`config.mk`:
```
export PLATFORM = sky130hd
export DESIGN_NAME = tile_fill
export DESIGN_NICKNAME = d
export VERILOG_FILES = /design/src/rtl/tile_fill.sv
export SDC_FILE = /design/constraint.sdc
export NUM_CORES = 1
export LEC_CHECK = 0
export CORE_ASPECT_RATIO = 0.5
export CORE_MARGIN = 2
export CORE_UTILIZATION = 37
export CTS_CLUSTER_DIAMETER = 30
export DETAILED_ROUTE_END_ITERATION = 10
export PLACE_DENSITY = 0.73
export SYNTH_ARGS = -nofsm -noshare
export SYNTH_HDL_FRONTEND = slang
export SYNTH_SLANG_ARGS = --single-unit
```
`constraint.sdc`:
```
create_clock -name clk -period 3.02 [get_ports clk]
set_input_delay 0.906 -clock clk [delete_from_list [all_inputs] [get_ports clk]]
set_output_delay 0.906 -clock clk [all_outputs]
set_load 0.05 [all_outputs]
```
`src/rtl/tile_fill.sv`:
```
// tile_fill: clipped solid-colour rectangle fill into the tile framebuffer (optional abort via TILE_FILL_ABORT_EN)
module tile_fill #(
  parameter int TILES_X = 80,
  parameter int TILES_Y = 60
) (
  input  logic        clk,
  input  logic        reset,
  input  logic        cmd_valid,
  output logic        cmd_ready,
  input  logic [6:0]  cmd_x,
  input  logic [5:0]  cmd_y,
  input  logic [6:0]  cmd_w,
  input  logic [5:0]  cmd_h,
  input  logic [23:0] cmd_color,
  output logic        fb_write,
  output logic [31:0] fb_address,
  output logic [31:0] fb_data_write,
  input  logic        fb_wait,
`ifdef TILE_FILL_ABORT_EN
  input  logic        abort,
`endif
  output logic        busy,
  output logic        done
);
  localparam logic [1:0] IDLE = 2'd0;
  localparam logic [1:0] FILL = 2'd1;
  localparam logic [1:0] DONE = 2'd2;
  logic [1:0]  state;
  logic [6:0]  x0, x;
  logic [5:0]  y;
  logic [7:0]  x_end, y_end;
  logic [23:0] color;
  logic [7:0]  sum_x, sum_y;
  logic        empty, x_last, y_last, stop;
`ifdef TILE_FILL_ABORT_EN
  assign stop = abort;
`else
  assign stop = 1'b0;
`endif
  assign sum_x = {1'b0, cmd_x} + {1'b0, cmd_w};
  assign sum_y = {2'b00, cmd_y} + {2'b00, cmd_h};
  assign empty = cmd_w == 7'd0 || cmd_h == 6'd0 || {1'b0, cmd_x} >= 8'(TILES_X) || {2'b00, cmd_y} >= 8'(TILES_Y);
  assign x_last = {1'b0, x} + 8'd1 >= x_end;
  assign y_last = {2'b00, y} + 8'd1 >= y_end;
  assign cmd_ready = state == IDLE;
  assign busy = state != IDLE;
  assign done = state == DONE;
  assign fb_write = state == FILL;
  assign fb_address = 32'(y) * 32'(TILES_X) + 32'(x);
  assign fb_data_write = {8'h00, color};
  always_ff @(posedge clk or posedge reset)
    if (reset) begin
      state <= IDLE;
      x0 <= '0;
      x <= '0;
      y <= '0;
      x_end <= '0;
      y_end <= '0;
      color <= '0;
    end else if (state == IDLE) begin
      if (cmd_valid) begin
        x0 <= cmd_x;
        x <= cmd_x;
        y <= cmd_y;
        color <= cmd_color;
        x_end <= sum_x > 8'(TILES_X) ? 8'(TILES_X) : sum_x;
        y_end <= sum_y > 8'(TILES_Y) ? 8'(TILES_Y) : sum_y;
        state <= empty ? DONE : FILL;
      end
    end else if (state == FILL) begin
      if (!fb_wait) begin
        if ((x_last && y_last) || stop) state <= DONE;
        else if (x_last) begin
          x <= x0;
          y <= y + 6'd1;
        end else x <= x + 7'd1;
      end
    end else state <= IDLE;
endmodule

```
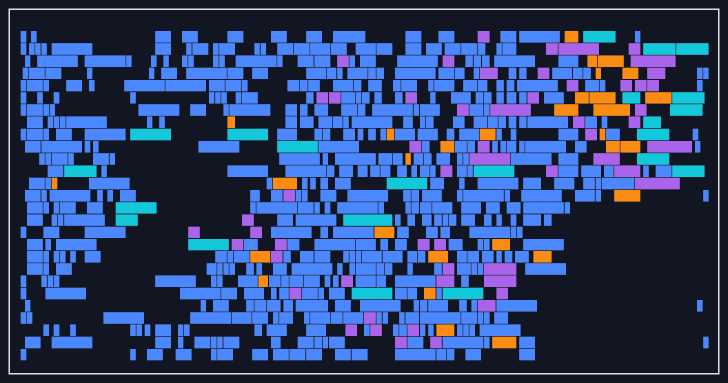
Figure 1: run 1, drive-strength map.
cyan -> x6 and larger  # cells 22, share 3.5%
orange -> x2  # cells 30, share 4.7%, most used inv_2
blue -> x1 and smaller  # cells 529, share 83%, most used nand2_1
purple -> x3 and x4  # cells 56, share 8.8%, most used buf_4

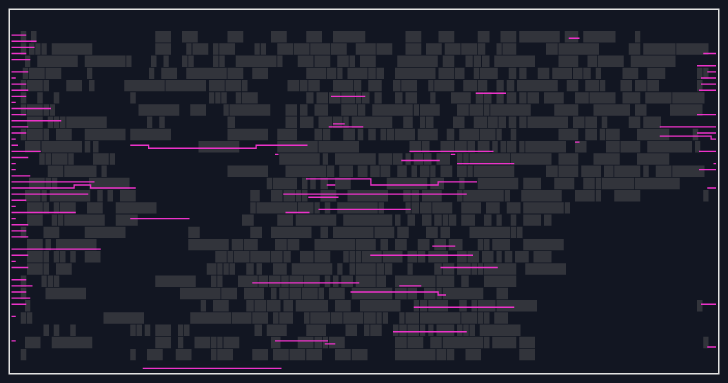
Figure 2: run 1, met3 routing.
longest straight run = 40.5 um
main direction = horizontal

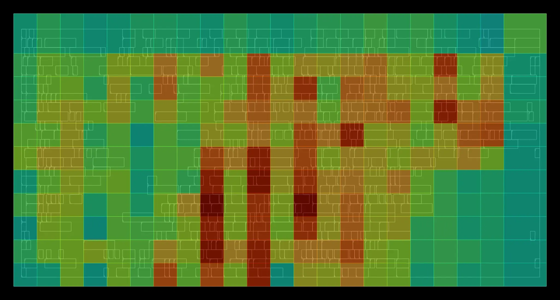
Figure 3: run 1, routing congestion.
routed length per placed instance: 14.13 um
end-of-flow core utilization: 55.20%
busiest layer in global routing: met2
met3 Track Usage GR: 4.216%
overall fraction of global-route tracks in use: 18.12%

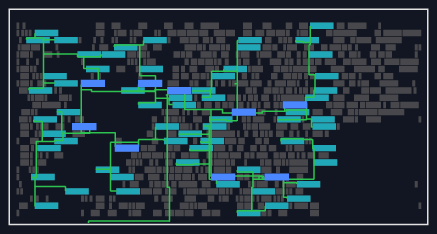
Figure 4: run 1, clock distribution.
green -> clock wires  # length 880 um
blue -> clock-net drivers  # count 9
cyan -> flip-flops  # count 61
flops lie = widely spread

==> flow_metrics.env, run 1 <==
# flow metrics
export IMPL_count_of_warning_messages_emitted_by_the_tools=29
export IMPL_synth_top_flop_cell="sky130_fd_sc_hd__dfrtp_1"
export IMPL_wl_mm=11.25
export IMPL_hpwlAfterDp_mm=8.349
export IMPL_setup_ws_final_ns=-0.3989
export IMPL_via_count=3909
export IMPL_yosys_area_share_simple_pct=19.38
export IMPL_mostFrequentLayoutCells="sky130_fd_sc_hd__nand2_1 (121), sky130_fd_sc_hd__clkdlybuf4s50_1 (84), sky130_fd_sc_hd__dfrtp_1 (61)"
export IMPL_crit_reg2reg_capture="x[1]"
export IMPL_timing_final_setup_violations=5
export IMPL_fp_utilization_pct=38.74
export IMPL_i_o_pin_count=122
export IMPL_crit_required_ns=2.11
export IMPL_setup_repair_after_global_routing_missed_its_margin="true"
export IMPL_tritoncts="done"
export IMPL_design_die_area_sq_mm=0.01271
export IMPL_crit_path_top_delay_cell="sky130_fd_sc_hd__dfrtp_1"
export IMPL_nets=731
export IMPL_violations="setup timing"
export IMPL_antenna_cells=0
export IMPL_clk_path_buf_depth=2
export IMPL_detailedRoute_firstIterationViolations=211
export IMPL_status="finished with violations"
export IMPL_relative_slew_margins_pct=65.00
export IMPL_most_common_library_cell_in_the_layout_ignoring_fill_and_taps="sky130_fd_sc_hd__nand2_1"
export IMPL_post_synth_regs=61
[run 1: kinds of logic (layout without fill, tap and decap cells)]
| family | Yosys count | in the layout |
|---|---|---|
| AOI/OAI and AO/OA | 99 | 99 |
| xor gates and xnor gates | 26 | 26 |
| adders and majority gates | 45 | 45 |
| buffers and inverters | 78 | 183 |
| DFF | 61 | 61 |
| other | 1 | 27 |
| muxes | 6 | 6 |
| and+or+nand+nor | 190 | 190 |
[run 1: layer usage]
metal | GRT usage, % | up-vias | share of wire [%]
met4 | 5.727 | 0 | 1.4
li1 | - | 1924 | -
met5 | 0 | - | 0
met3 | 4.216 | 10 | 6.1
met2 | 31.27 | 121 | 48
met1 | 22.84 | 1854 | 44
[run 1: flip-flops by register name, indices dropped and copies added, names as in the netlist]
name / flops
color: 24
x_end: 8
x0: 7
x: 7
y_end: 7
y: 6
state: 2
[run 1: synth_stat cells (all sizes together), types with 3 or more instances]
library cell / number
nand2: 122
dfrtp: 61
ha: 41
buf: 38
inv: 31
o21ai: 28
a21oi: 23
xnor2: 17
nor2: 14
nand3: 13
clkbuf: 9
xor2: 9
a21o: 7
nor2b: 7
nor3: 7
and3: 6
a31oi: 4
a32o: 4
fa: 4
mux2: 4
nor4: 4
o211ai: 4
or2: 4
a211oi: 3
and2: 3
o21bai: 3
o221ai: 3
o31ai: 3
[run 1: repair_timing]
| action | CTS | global route |
|---|---|---|
| pin swaps | 11 | 18 |
| buffers inserted | 4 | 2 |
| gates resized | 12 | 20 |
| endpoints found under the setup margin | 5 | 17 |
[run 1: worst max path at each step]
stage / from / endpoint / slack [ns]
final: y[3] / fb_address[10] / -0.40
after floorplan: y[3] / fb_address[9] / -0.24
after global placement: cmd_x[0] / x_end[2] / -0.11
after global routing: y[2] / fb_address[11] / -0.52
after CTS: y[3] / fb_address[11] / -0.42
after detailed placement: cmd_x[0] / x_end[1] / -0.21
[run 1: tightest hold or removal path: stages (launching register included)]
cell and delay (ns):
sky130_fd_sc_hd__dfrtp_1 0.34, sky130_fd_sc_hd__nand2_1 0.05, sky130_fd_sc_hd__nand2_1 0.05
[run 1: area by class of cell]
| class | count | area, sq um |
|---|---|---|
| Tap cell | 159 | 198.9 |
| Inverter | 31 | 116.4 |
| Multi-Input combinational cell | 393 | 2723 |
| Timing Repair Buffer | 136 | 1351 |
| Clock buffer | 12 | 246.5 |
| Sequential cell | 61 | 1526 |
| Fill cell | 995 | 5040 |
| Clock inverter | 4 | 47.55 |
[run 1: metrics by stage]
| step | std cells | setup TNS (ns) | hold WS (ns) | instance area, sq um |
|---|---|---|---|---|
| 2_1_floorplan | 532 | -0.8892 | 0.4456 | 4499 |
| 3_3_place_gp | 775 | -0.7618 | 0.4576 | 5702 |
| 3_5_place_dp | 775 | -1.981 | 0.4626 | 5702 |
| 4_1_cts | 795 | -1.703 | 0.4752 | 6090 |
| 5_1_grt | 796 | -2.435 | 0.4982 | 6210 |
| 6_report | 796 | -1.572 | 0.4690 | 6210 |
## Run 2: what changed since run 1
- GPL_ROUTABILITY_DRIVEN: unset -> 0
- PLACE_DENSITY: 0.73 -> 0.67
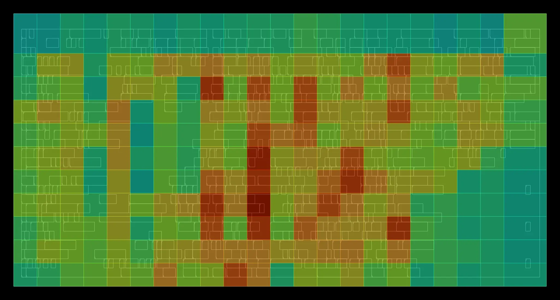
Figure 5: run 2, routing congestion.
overall fraction of global-route tracks in use: 17.69%
routed length per placed instance: 13.56 um
met1 usage: 23.54%
end-of-flow core utilization: 54.88%
grt met2 use: 29.04%

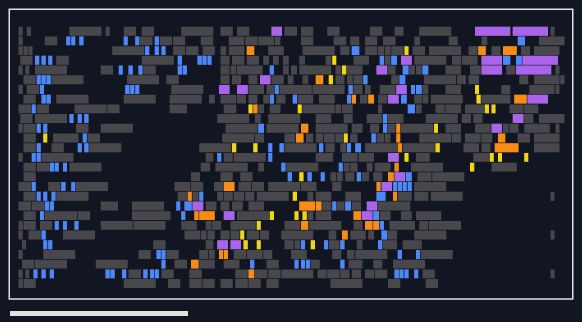
Figure 6: run 2, gate-type map.
Bar = 50 um.
orange -> nor cells  # cells 34, most used nor2_1
yellow -> inv cells  # cells 31, most used inv_1
purple -> xor and xnor cells  # cells 26, most used xnor2_1
blue -> nand cells  # cells 139, most used nand2_1, where widely spread

==> flow_metrics.env, run 2 <==
# flow metrics
export IMPL_status="finished with violations"
export IMPL_violations="setup timing"
export IMPL_relative_slew_margins_pct=65.45
export IMPL_detailedRoute_firstIterationViolations=192
export IMPL_final_instance_count_excl_fill=795
export IMPL_setup_ws_final_ns=-0.3569
export IMPL_design_die_area_sq_mm=0.01271
export IMPL_post_synth_regs=61
export IMPL_hpwlAfterDp_mm=8.120
export IMPL_via_count=3790
export IMPL_register_with_the_most_flip_flops="color"
export IMPL_most_common_library_cell_in_the_layout_ignoring_fill_and_taps="sky130_fd_sc_hd__nand2_1"
export IMPL_timing_final_setup_violations=5
export IMPL_crit_required_ns=2.11
export IMPL_crit_reg2reg_capture="x[4]"
export IMPL_tritoncts="done"
run 2: cell counts after synthesis:
Identical to the previous run, type by type.
run 2: how the worst max path moves through the flow:
stage,from,end,slack (ns),cells past startpoint
floorplan,y[3],fb_address[9],-0.24,6
global placement,cmd_x[0],x_end[0],-0.11,10
detailed placement,cmd_x[0],x_end[1],-0.19,10
CTS,y[3],fb_address[11],-0.41,9
global route,y[3],fb_address[11],-0.48,9
finish,y[1],fb_address[11],-0.36,9
run 2: cell families after synthesis:
group	count (synthesis)	share of synthesized area, %
AOI/OAI and AO/OA	99	15.53
other	1	0.08605
buffers and inverters	78	9.647
muxes	6	1.493
DFF	61	35.03
xor gates and xnor gates	26	5.225
and+or+nand+nor	190	19.38
adders and majority gates	45	13.61
run 2: layout make-up:
type | count | area, sq um | area share (%)
Tap cell | 159 | 198.9 | 3.223
Inverter | 31 | 116.4 | 1.885
Multi-Input combinational cell | 393 | 2673 | 43.29
Timing Repair Buffer | 137 | 1359 | 22.01
Clock buffer | 13 | 270.3 | 4.378
Sequential cell | 61 | 1526 | 24.73
Clock inverter | 1 | 30.03 | 0.4864
run 2: per-layer routing:
metal / GRT usage, % / up-vias / share of wire (%)
li1: - / 1921 / -
met1: 23.54 / 1736 / 48
met2: 29.04 / 122 / 44
met3: 4.216 / 11 / 6.7
met4: 5.182 / 0 / 1.1
met5: 0 / - / 0
run 2: stage by stage:
stage	instance area [sq um]
2_1_floorplan	4499
3_3_place_gp	5717
3_5_place_dp	5717
4_1_cts	6082
5_1_grt	6173
6_report	6173
run 2: worst reg2reg max path, stage by stage, from the launching register on:
cell                       delay (ns)
sky130_fd_sc_hd__dfrtp_1         0.37
sky130_fd_sc_hd__buf_4           0.17
sky130_fd_sc_hd__ha_1            0.26
sky130_fd_sc_hd__and3_1          0.21
sky130_fd_sc_hd__and3_1          0.18
sky130_fd_sc_hd__ha_1            0.21
sky130_fd_sc_hd__nor3_1          0.22
sky130_fd_sc_hd__nand2_1         0.11
sky130_fd_sc_hd__o21ai_1         0.25
sky130_fd_sc_hd__a211oi_2        0.08
sky130_fd_sc_hd__nor2_2          0.27
sky130_fd_sc_hd__mux2_2          0.37
run 2: timing repair:
item                       in CTS  in global routing
pin swaps                      10                 12
setup buffers                   2                  2
setup endpoints to repair       5                  9
gates resized                  10                 13
gates cloned                    0                  0
## Run 3: what changed since run 2
- SKIP_LAST_GASP: unset -> 1
==> flow_metrics.env, run 3 <==
# flow metrics
export IMPL_detailroute_wirelength_met2_mm=4.763
export IMPL_clk_path_buf_depth=2
export IMPL_count_of_warning_messages_emitted_by_the_tools=29
export IMPL_design_area_sq_mm=0.006170
export IMPL_synth_dominant_cell_count="sky130_fd_sc_hd__nand2_1"
export IMPL_met3_wirelength_um=723
export IMPL_worstSetupEndpointType="output pin"
export IMPL_timing_final_setup_violations=5
export IMPL_global_route_usage_total_pct=17.69
export IMPL_status="finished with violations"
export IMPL_register_area_sq_mm=0.001526
export IMPL_critical_path_reg2reg_startpoint="y[0]"
export IMPL_largest_net_degree_at_the_start_of_global_routing=62
export IMPL_placement_io_buffers=94
export IMPL_first_pass_grt_wire_length_mm=17.56
export IMPL_mi_logic_area_sq_mm=0.002669
export IMPL_relative_slew_margins_pct=65.45
export IMPL_mappedNetlistArea_sq_mm=0.004358
export IMPL_timing_hold_ws_ns=0.4710
export IMPL_hpwlAfterDp_mm=8.120
export IMPL_m1WireLength_mm=5.183
export IMPL_tritoncts_num_buffers=9
export IMPL_flop2flop_setup_slack_ns=0.21
export IMPL_design_die_area_sq_mm=0.01271
export IMPL_ys_async_sr_fraction_pct=100.0
export IMPL_crit_reg2reg_capture="x[4]"
export IMPL_setup_ws_final_ns=-0.3551
export IMPL_remaining_drc_errors=0
export IMPL_fillers=1041
export IMPL_die_y_um=80.74
export IMPL_violations="setup timing"
export IMPL_mostFrequentLayoutCells="sky130_fd_sc_hd__nand2_1 (120), sky130_fd_sc_hd__clkdlybuf4s50_1 (84), sky130_fd_sc_hd__dfrtp_1 (61)"
export IMPL_most_common_library_cell_in_the_layout_ignoring_fill_and_taps="sky130_fd_sc_hd__nand2_1"
export IMPL_highest_signal_layer="met4"
export IMPL_crit_required_ns=2.11
export IMPL_register_with_the_most_flip_flops="color"
export IMPL_clock_insertion_delay_worst_skew_ns=0.33
export IMPL_detailedRoute_firstIterationViolations=192
export IMPL_synth_top_cells_by_area="sky130_fd_sc_hd__dfrtp_1 (35%), sky130_fd_sc_hd__ha_1 (12%), sky130_fd_sc_hd__nand2_1 (11%), sky130_fd_sc_hd__buf_4 (5.3%), sky130_fd_sc_hd__xnor2_1 (3.4%)"
export IMPL_holdPathStages=2
export IMPL_tritoncts="done"
export IMPL_setup_repair_after_global_routing_missed_its_margin="true"
export IMPL_synth_top_flop_cell="sky130_fd_sc_hd__dfrtp_1"
export IMPL_post_synth_regs=61
export IMPL_detailed_place_area_sq_mm=0.005717
export IMPL_via_count=3789
export IMPL_timing_hold_violations_final=0
[run 3: cell counts after synthesis]
Identical to the previous run, type by type.
[run 3: cell families (layout without fill, tap and decap cells)]
logic type,Yosys count,after routing,synth area share (%)
AND/OR/NAND/NOR,190,190,19.38
adder cells (fa/ha/maj),45,45,13.61
multiplexers,6,6,1.493
AND-OR/OR-AND,99,99,15.53
XOR/XNOR,26,26,5.225
other,1,27,0.08605
flip-flops,61,61,35.03
buffers and inverters,78,182,9.647
[run 3: metrics by stage]
stage,cells,setup WS [ns]
floorplan,532,-0.2445
global placement,777,-0.1150
detailed placement,777,-0.1940
CTS,793,-0.4093
global route,795,-0.4783
finish,795,-0.3551
[run 3: final cells by class]
cell class / count / area share (%)
flip-flops and latches: 61 / 24.74
repair buffers: 137 / 22.02
clock inverters: 1 / 0.4867
multi-input cells: 393 / 43.26
well taps: 159 / 3.224
clock buffers: 13 / 4.380
inverters: 31 / 1.886
[run 3: metal layers]
| metal | vias up | track usage [%] |
|---|---|---|
| met5 | - | 0 |
| met4 | 0 | 5.182 |
| met2 | 122 | 29.04 |
| li1 | 1921 | - |
| met3 | 11 | 4.216 |
| met1 | 1735 | 23.54 |
[run 3: repair_timing]
action                                  4_1_cts  5_1_grt
endpoints found under the setup margin        5        9
resized                                      10       12
hold buffers                                  0        0
pin swaps                                    10       12
hold endpoints to repair                      0        0
buffers inserted                              2        2
[run 3: critical path, stage by stage, from the launching register on]
cell,delay (ns)
sky130_fd_sc_hd__dfrtp_1,0.37
sky130_fd_sc_hd__ha_1,0.30
sky130_fd_sc_hd__ha_2,0.18
sky130_fd_sc_hd__inv_2,0.05
sky130_fd_sc_hd__fa_2,0.46
sky130_fd_sc_hd__nor3b_4,0.23
sky130_fd_sc_hd__nand2_2,0.09
sky130_fd_sc_hd__nor2_4,0.14
sky130_fd_sc_hd__xor2_4,0.17
sky130_fd_sc_hd__buf_12,0.15
[run 3: worst max-delay path by stage]
stage                        start        endpoint  slack (ns)  depth (start not counted)
after global routing          y[3]  fb_address[11]       -0.48                          9
after floorplan               y[3]   fb_address[9]       -0.24                          6
after global placement    cmd_x[0]        x_end[0]       -0.11                         10
final                         y[1]  fb_address[11]       -0.36                          9
after detailed placement  cmd_x[0]        x_end[1]       -0.19                         10
after CTS                     y[3]  fb_address[11]       -0.41                          9
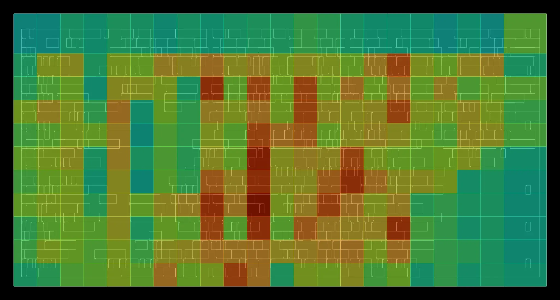
Figure 7: run 3, routing congestion.
routed length per placed instance: 13.57 um
end-of-flow core utilization: 54.84%

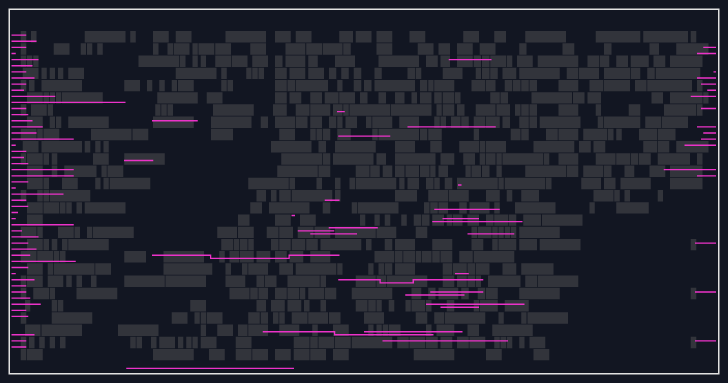
Figure 8: run 3, met3 routing.
wire length on this layer = 724 um
longest straight run = 37.0 um
share of all routed wire = 6.7%

